Figure 1. Signal metal coverage by tile (run 1).
Drawn at 6 px/um. The die is cut into 13 by 13 equal tiles; black is low, pale yellow is high, scaled to the fullest tile. Values are wire area over tile area, all layers added.
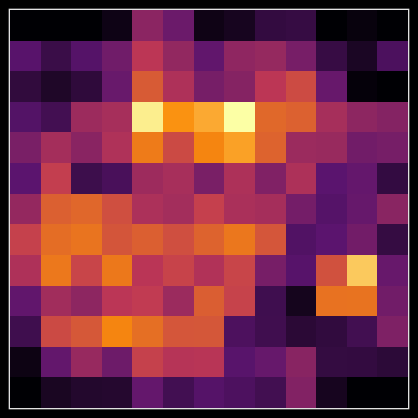
Figure 2. Clock nets (run 1).
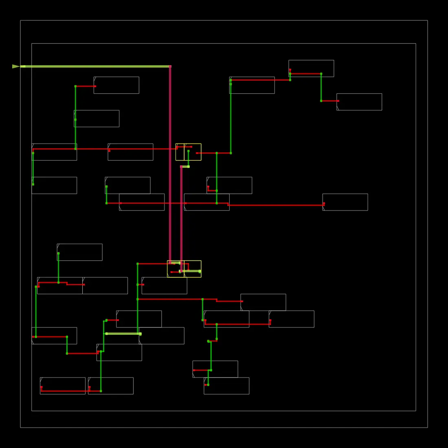
Figure 3. Metal 3 (run 1).
Drawn at 8 px/um.
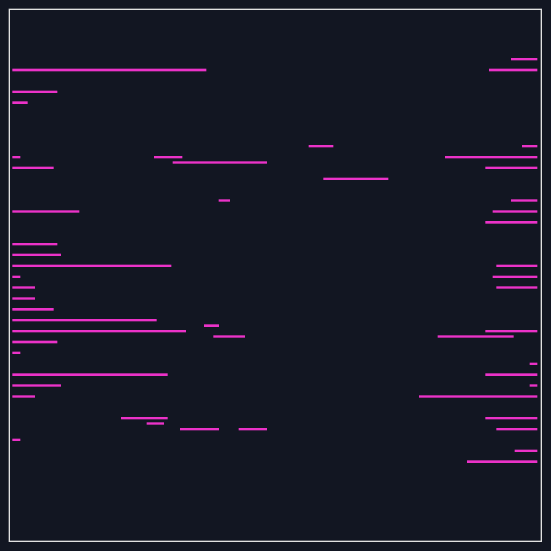
Figure 4. Drive-strength map (run 1).
Drawn at 8 px/um.
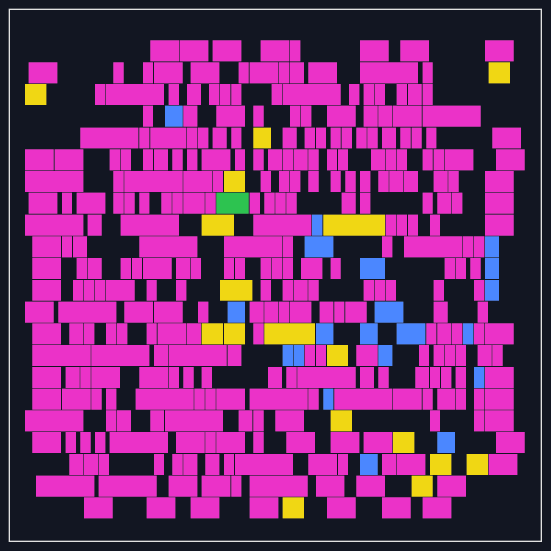
==> src/rtl/dzcpu_uop_sequencer_pkg.sv <==
// Shared definitions for the dzcpu micro-program sequencer: flow-field codes,
// the CB-redispatch op code, FSM state encoding and default widths.
package dzcpu_uop_pkg;

  localparam int unsigned DEF_UOP_W  = 13;
  localparam int unsigned DEF_FLOW_W = 4;
  localparam int unsigned DEF_UPC_W  = 8;
  localparam int unsigned OP_W       = 5;

  // Op field occupies the top OP_W bits of the uop body.
  localparam logic [OP_W-1:0] OP_JCB = 5'h1F;

  typedef enum logic [DEF_FLOW_W-1:0] {
    FL_OP           = 4'd0,
    FL_INC          = 4'd1,
    FL_UPDATE_FLAGS = 4'd2,
    FL_EOF          = 4'd3,
    FL_INC_EOF      = 4'd4,
    FL_EOF_FU       = 4'd5,
    FL_INC_EOF_FU   = 4'd6,
    FL_INC_EOF_Z    = 4'd7,
    FL_INC_EOF_NZ   = 4'd8
  } flow_e;

  typedef enum logic [2:0] {
    ST_IDLE      = 3'd0,
    ST_DECODE    = 3'd1,
    ST_EXEC      = 3'd2,
    ST_CB_WAIT   = 3'd3,
    ST_CB_DECODE = 3'd4
  } state_e;

endpackage

==> src/rtl/dzcpu_uop_sequencer_flow_decode.sv <==
// Combinational decode of a uop flow-control field plus the Z flag into the
// per-cycle execution strobes.
module dzcpu_uop_flow_decode
  import dzcpu_uop_pkg::*;
(
  input  logic [DEF_FLOW_W-1:0] flow_i,
  input  logic                  flag_z_i,
  output logic                  valid_o,
  output logic                  pcinc_o,
  output logic                  updflags_o,
  output logic                  eof_o
);

  flow_e flow;
  assign flow = flow_e'(flow_i);

  always_comb begin
    valid_o    = 1'b0;
    pcinc_o    = 1'b0;
    updflags_o = 1'b0;
    eof_o      = 1'b0;
    unique case (flow)
      FL_OP: valid_o = 1'b1;
      FL_INC: begin
        valid_o = 1'b1;
        pcinc_o = 1'b1;
      end
      FL_UPDATE_FLAGS: begin
        valid_o    = 1'b1;
        updflags_o = 1'b1;
      end
      FL_EOF: begin
        valid_o = 1'b1;
        eof_o   = 1'b1;
      end
      FL_INC_EOF: begin
        valid_o = 1'b1;
        pcinc_o = 1'b1;
        eof_o   = 1'b1;
      end
      FL_EOF_FU: begin
        valid_o    = 1'b1;
        eof_o      = 1'b1;
        updflags_o = 1'b1;
      end
      FL_INC_EOF_FU: begin
        valid_o    = 1'b1;
        pcinc_o    = 1'b1;
        eof_o      = 1'b1;
        updflags_o = 1'b1;
      end
      // Conditional exit: taken exit drops the body; not taken behaves as inc.
      FL_INC_EOF_Z: begin
        pcinc_o = 1'b1;
        eof_o   = flag_z_i;
        valid_o = !flag_z_i;
      end
      FL_INC_EOF_NZ: begin
        pcinc_o = 1'b1;
        eof_o   = !flag_z_i;
        valid_o = flag_z_i;
      end
      default: valid_o = 1'b1;
    endcase
  end

endmodule

==> src/rtl/dzcpu_uop_sequencer.sv <==
// dzcpu micro-program sequencer: latches opcode/CB bytes for the flow LUTs,
// loads the micro-PC and steps the uop ROM, emitting datapath strobes.
module dzcpu_uop_sequencer
  import dzcpu_uop_pkg::*;
#(
  parameter int unsigned UOP_W  = DEF_UOP_W,
  parameter int unsigned FLOW_W = DEF_FLOW_W,
  parameter int unsigned UPC_W  = DEF_UPC_W
) (
  input  logic                    iClock,
  input  logic                    iReset,
  input  logic [7:0]              iMemData,
  input  logic                    iMemValid,
  input  logic                    iStall,
  input  logic                    iFlagZ,
  input  logic [UPC_W-1:0]        iFlowIdx,
  input  logic [UPC_W-1:0]        iCbFlowIdx,
  input  logic [UOP_W-1:0]        iUop,
  output logic [7:0]              oMop,
  output logic [7:0]              oCbMop,
  output logic [UPC_W-1:0]        oUopAddr,
  output logic [UOP_W-FLOW_W-1:0] oUopBody,
  output logic                    oUopValid,
  output logic                    oPcInc,
  output logic                    oUpdateFlags,
  output logic                    oEof,
  output logic                    oFault
);

  localparam int unsigned BODY_W = UOP_W - FLOW_W;

  state_e           state_q;
  logic [7:0]       mop_q;
  logic [7:0]       cbmop_q;
  logic [UPC_W-1:0] upc_q;
  logic             fault_q;

  logic [BODY_W-1:0] body;
  logic [OP_W-1:0]   op_field;
  logic              dec_valid, dec_pcinc, dec_updflags, dec_eof;
  logic              exec_go, is_jcb, at_end, wrap_fault;

  assign body     = iUop[BODY_W-1:0];
  assign op_field = body[BODY_W-1 -: OP_W];

  dzcpu_uop_flow_decode u_flow_decode (
    .flow_i     (DEF_FLOW_W'(iUop[UOP_W-1 -: FLOW_W])),
    .flag_z_i   (iFlagZ),
    .valid_o    (dec_valid),
    .pcinc_o    (dec_pcinc),
    .updflags_o (dec_updflags),
    .eof_o      (dec_eof)
  );

  always_comb begin
    exec_go      = (state_q == ST_EXEC) && !iStall && !iReset;
    is_jcb       = (op_field == OP_JCB);
    at_end       = (upc_q == '1);
    wrap_fault   = exec_go && !is_jcb && !dec_eof && at_end;
    oUopValid    = 1'b0;
    oPcInc       = 1'b0;
    oUpdateFlags = 1'b0;
    oEof         = 1'b0;
    if (exec_go) begin
      if (is_jcb) begin
        oPcInc = dec_pcinc;
      end else begin
        oUopValid    = dec_valid;
        oPcInc       = dec_pcinc;
        oUpdateFlags = dec_updflags;
        oEof         = dec_eof;
      end
    end
  end

  always_ff @(posedge iClock) begin
    if (iReset) begin
      state_q <= ST_IDLE;
      mop_q   <= '0;
      cbmop_q <= '0;
      upc_q   <= '0;
      fault_q <= 1'b0;
    end else if (!iStall) begin
      unique case (state_q)
        ST_IDLE: begin
          if (iMemValid) begin
            mop_q   <= iMemData;
            state_q <= ST_DECODE;
          end
        end
        ST_DECODE: begin
          upc_q   <= iFlowIdx;
          state_q <= ST_EXEC;
        end
        ST_EXEC: begin
          if (is_jcb) begin
            state_q <= ST_CB_WAIT;
          end else if (dec_eof) begin
            state_q <= ST_IDLE;
          end else if (wrap_fault) begin
            // micro-PC is left at the last ROM slot so the faulting flow is visible
            fault_q <= 1'b1;
            state_q <= ST_IDLE;
          end else begin
            upc_q <= upc_q + UPC_W'(1);
          end
        end
        ST_CB_WAIT: begin
          if (iMemValid) begin
            cbmop_q <= iMemData;
            state_q <= ST_CB_DECODE;
          end
        end
        ST_CB_DECODE: begin
          upc_q   <= iCbFlowIdx;
          state_q <= ST_EXEC;
        end
        default: state_q <= ST_IDLE;
      endcase
    end
  end

  assign oMop     = mop_q;
  assign oCbMop   = cbmop_q;
  assign oUopAddr = upc_q;
  assign oUopBody = body;
  assign oFault   = fault_q;

endmodule

==> config.mk <==
export PLATFORM = sky130hd
export DESIGN_NAME = dzcpu_uop_sequencer
export DESIGN_NICKNAME = d
export VERILOG_FILES = /design/src/rtl/dzcpu_uop_sequencer_pkg.sv /design/src/rtl/dzcpu_uop_sequencer_flow_decode.sv /design/src/rtl/dzcpu_uop_sequencer.sv
export SDC_FILE = /design/constraint.sdc
export NUM_CORES = 1
export LEC_CHECK = 0
export ABC_AREA = 1
export CAP_MARGIN = 10
export CORE_MARGIN = 1.5
export CORE_UTILIZATION = 42
export CTS_BUF_LIST = sky130_fd_sc_hd__clkbuf_4
export DETAILED_ROUTE_END_ITERATION = 16
export GPL_TIMING_DRIVEN = 0
export PLACE_DENSITY_LB_ADDON = 0.25
export SLEW_MARGIN = 40
export SYNTH_ARGS = -nofsm -noshare
export SYNTH_HDL_FRONTEND = slang
export SYNTH_HIERARCHICAL = 1
export SYNTH_SLANG_ARGS = --single-unit
==> constraint.sdc <==
create_clock -name iClock -period 2 [get_ports iClock]
set_input_delay 0.2 -clock iClock [delete_from_list [all_inputs] [get_ports iClock]]
set_output_delay 0.2 -clock iClock [all_outputs]
set_load 0.05 [all_outputs]
==> results.cfg, run 1 <==
; flow metrics
[run_status]
status = finished clean

[clock_network]
cts_hold_buf = 0
cts_setup_buffers = 0
root_buffer = clkbuf_4

[placed_design]
placed_cell_area_um2 = 2495
io_buffers = 75

[final_layout]
logic_area_um2 = 914.6
buffer_area_share_pct = 32.67
drive_gt1_share_pct = 10.89
num-nonclk-buffers = 87

[setup_path]
crit_path_end = oUopAddr[4]
worstSetupEndpointType = primary output
cp-start-kind = flop
worstRegToRegCells = 11

[sta]
min_period_over_period_pct = 92.80
hold_viol = 0
drv_slew = 0

[synthesis]
top_cells_by_count = nand2_1, nor2_1, dfxtp_1, inv_1, nand3_1
syn-num-nets = 313
yosys_most_used_dff = dfxtp_1
synth_area_um2 = 1684
yosys.area_share.aoi_pct = 8.841

[grt]
grt_pass1_wl_um = 7293
use_met2_pct = 37.75

[flow_run]
max-cap-violations = 0

[detailed_routing]
routed_via_density = 4.826
About Figure 1:
fullest tile = 0.44
nearly empty tiles = 5.9%
mean over tiles = 0.16
tiles over half the peak = 27%
gr usage total: 21.08%
routed vias: 1,916
DR WL/cell: 11.00 um
final WL: 4367 um

About Figure 2:
Latency at later pin: 0.33 ns
clock sink total: 28
Worst Skew: 0.004475 ns
clk pwr: 247 uW

About Figure 3:
longest straight run = 23.9 um
nets with wire on the layer = 51
share of all routed wire = 7.4%
main direction = horizontal
wire length on this layer = 322 um

About Figure 4:
magenta -> drive 1 or less  # cells 311, share 89%
green -> drive 6 and up  # cells 1, share 0.29%
yellow -> drive 3 to 4  # cells 17, share 4.9%
blue -> drive 2  # cells 20, share 5.7%

Figure 5. Sequential cells colored by netlist name (run 1).
Drawn at 6 px/um. Other sequential cells in the stronger gray, the rest of the logic in the fainter gray.
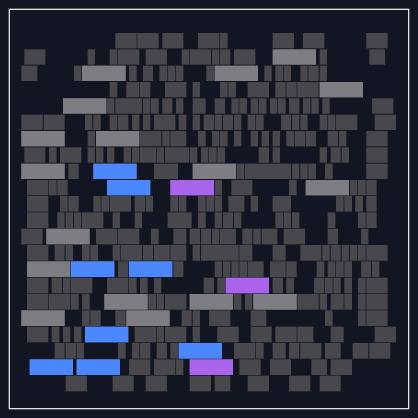

## Run 2: what changed since run 1
Settings changed: PLACE_DENSITY set to 0.82, PLACE_DENSITY_LB_ADDON 0.25 to not set.
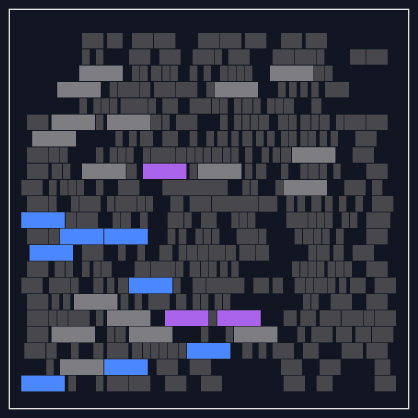
Figure 6: run 2, sequential cells colored by netlist name.
Drawn at 6 px/um. Other sequential cells in the stronger gray, the rest of the logic in the fainter gray.
blue -> oMop  # flops 8
purple -> state_q  # flops 3
seq pwr: 665 uW
final core utilization: 67.81%

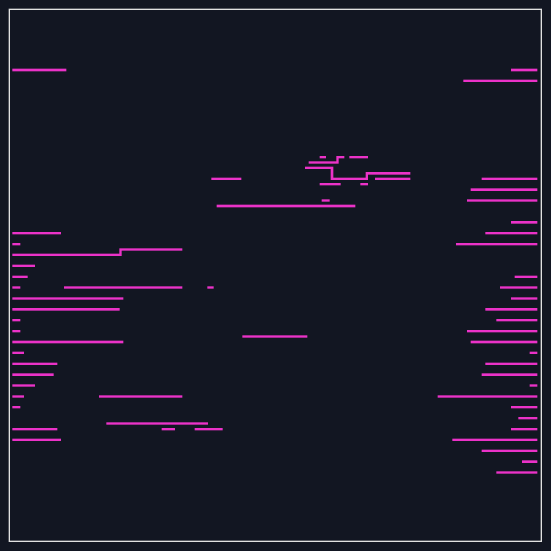
Figure 7: run 2, metal 3.
Drawn at 8 px/um.
main direction = horizontal
wire length on this layer = 357 um
nets with wire on the layer = 60
routed vias: 1,925
GR met3 Demand/Resource: 3.407%
final WL: 4480 um

==> run 2 against run 1 <==
Net effect:
- cell area rose by 1.5%
- first-iteration DRC count rose by 26%
- area after synthesis did not move
- non-clock buffer count unchanged
==> results.cfg, run 2 <==
; flow metrics
[setup_path]
worstSetupEndpointType = primary output
worstRegToRegCells = 11
crit_path_end = oUpdateFlags
worst-path-buf-inv = 1
cp-start-kind = flop

[synthesis]
yosys_most_used_dff = dfxtp_1
syn-num-nets = 313
synth_area_um2 = 1684
yosys.area_share.aoi_pct = 8.841
top_cells_by_count = nand2_1, nor2_1, dfxtp_1, inv_1, nand3_1

[final_layout]
buffer_area_share_pct = 32.63
drive_gt1_share_pct = 11.17

[sta]
fin_ws_ns = 0.1051
clock_skew_ns = 0.003079
drv_slew = 0
min_period_over_period_pct = 94.74

[clock_network]
path_clk_slew_ns = 0.15
clock_latency_ns = 0.33
clock-sinks = 28
root_buffer = clkbuf_4
cts_setup_buffers = 0

[detailed_routing]
routed_via_density = 4.849
wl_per_cell_um = 11.28

[grt]
grt_usage_pct = 20.14
grt_pass1_wl_um = 7113
use_met2_pct = 35.50
grt_max_degree = 17

[placed_design]
io_buffers = 75
placed_cell_area_um2 = 2495

[floorplan]
std_cell_rows = 22

[run_status]
status = finished clean

[flow_run]
max-cap-violations = 0
Figure 8. Drive-strength map (run 2).
Drawn at 8 px/um.
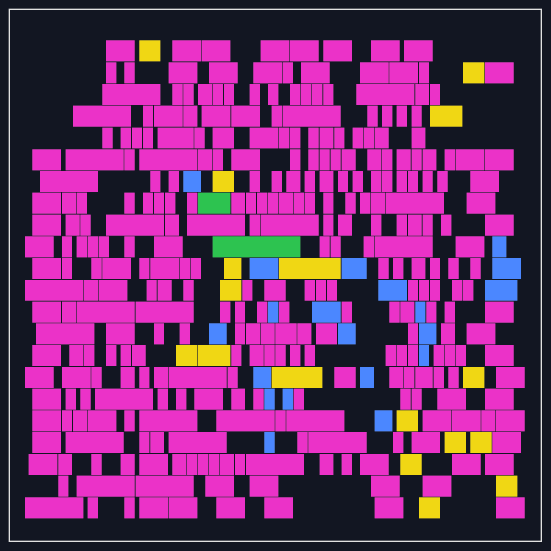

## Run 3: what changed since run 2
Settings changed: CORE_UTILIZATION 42 to 55, DONT_BUFFER_PORTS set to 1, PLACE_DENSITY 0.82 to 0.7, SLEW_MARGIN 40 to not set.
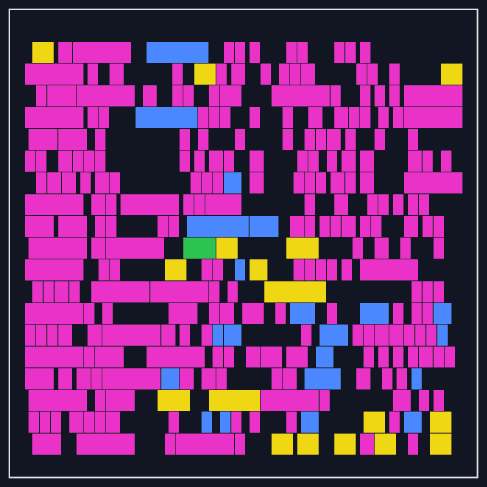
Figure 9: run 3, drive-strength map.
Drawn at 8 px/um.
synth-to-layout area growth: 10.48%
fin area: 1861 um2
Final WS setup: -0.1083 ns
Non-clk bufs: 22

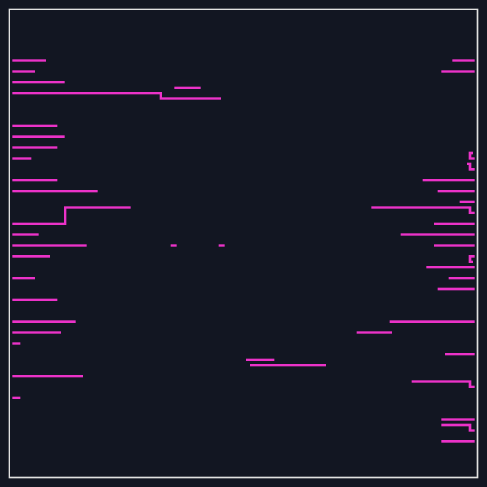
Figure 10: run 3, metal 3.
Drawn at 8 px/um.
final WL: 3817 um
routed vias: 1,633
GR met3 Demand/Resource: 3.516%

==> run 3 against run 2 <==
Net effect:
- maximum frequency fell by 10%
- combinational power shrank 46%
- register-to-register slack worse by 0.18 ns
- the flow now finishes with violations (negative setup slack)
- total power down 16%
- critical path type unchanged
- largest cell class unchanged
- global-route usage is 2.1 points higher
- cell area down 27%
- via count is 15% lower
- hold slack got worse by 0.45 ns
==> results.cfg, run 3 <==
; flow metrics
[floorplan]
pin_count = 80

[setup_path]
worstSetupEndpointType = primary output
crit_path_end = oUopValid
cp-start-kind = flop
worst-path-buf-inv = 0
worst-r2r-setup-slack_ns = 0.18
slowest_delay_ns = 0.69
worstRegToRegCells = 10

[grt]
grt_usage_pct = 22.29
use_met2_pct = 39.49
grt_pass1_wl_um = 6037
grt_max_degree = 16

[flow_run]
max-cap-violations = 0

[min_path]
hold_path_depth = 2

[sta]
fin_ws_ns = -0.1083
setup_viol = 2
slew_headroom_pct = 40.89
drv_slew = 0
min_period_over_period_pct = 105.4
clock_skew_ns = 0.004070

[placed_design]
placed_cell_area_um2 = 1728
io_buffers = 0
hpwl_um = 2792

[synthesis]
yosys.area_share.aoi_pct = 8.841
top_cells_by_count = nand2_1, nor2_1, dfxtp_1, inv_1, nand3_1
xor_share_pct = 0
synth_area_um2 = 1684
yosys_most_used_dff = dfxtp_1

[run_status]
status = complete, but fails checks
violations = negative setup slack

[clock_network]
path_clk_slew_ns = 0.16
clock_latency_ns = 0.34
root_buffer = clkbuf_4
clock-sinks = 28
cts_setup_buffers = 0

[detailed_routing]
wl_per_cell_um = 12.12
routed_via_density = 5.184
wl_met1_um = 1656

[pwr]
pg_seq_uw = 832
pg_comb_uw = 392

[final_layout]
drive_gt1_share_pct = 13.73
comb_cells = 198
fin_util_pct = 65.77
nNonClkInverters = 32
buffer_area_share_pct = 10.02
clock_cell_area_share_pct = 1.412
Power is estimated from default activity; no workload was simulated.
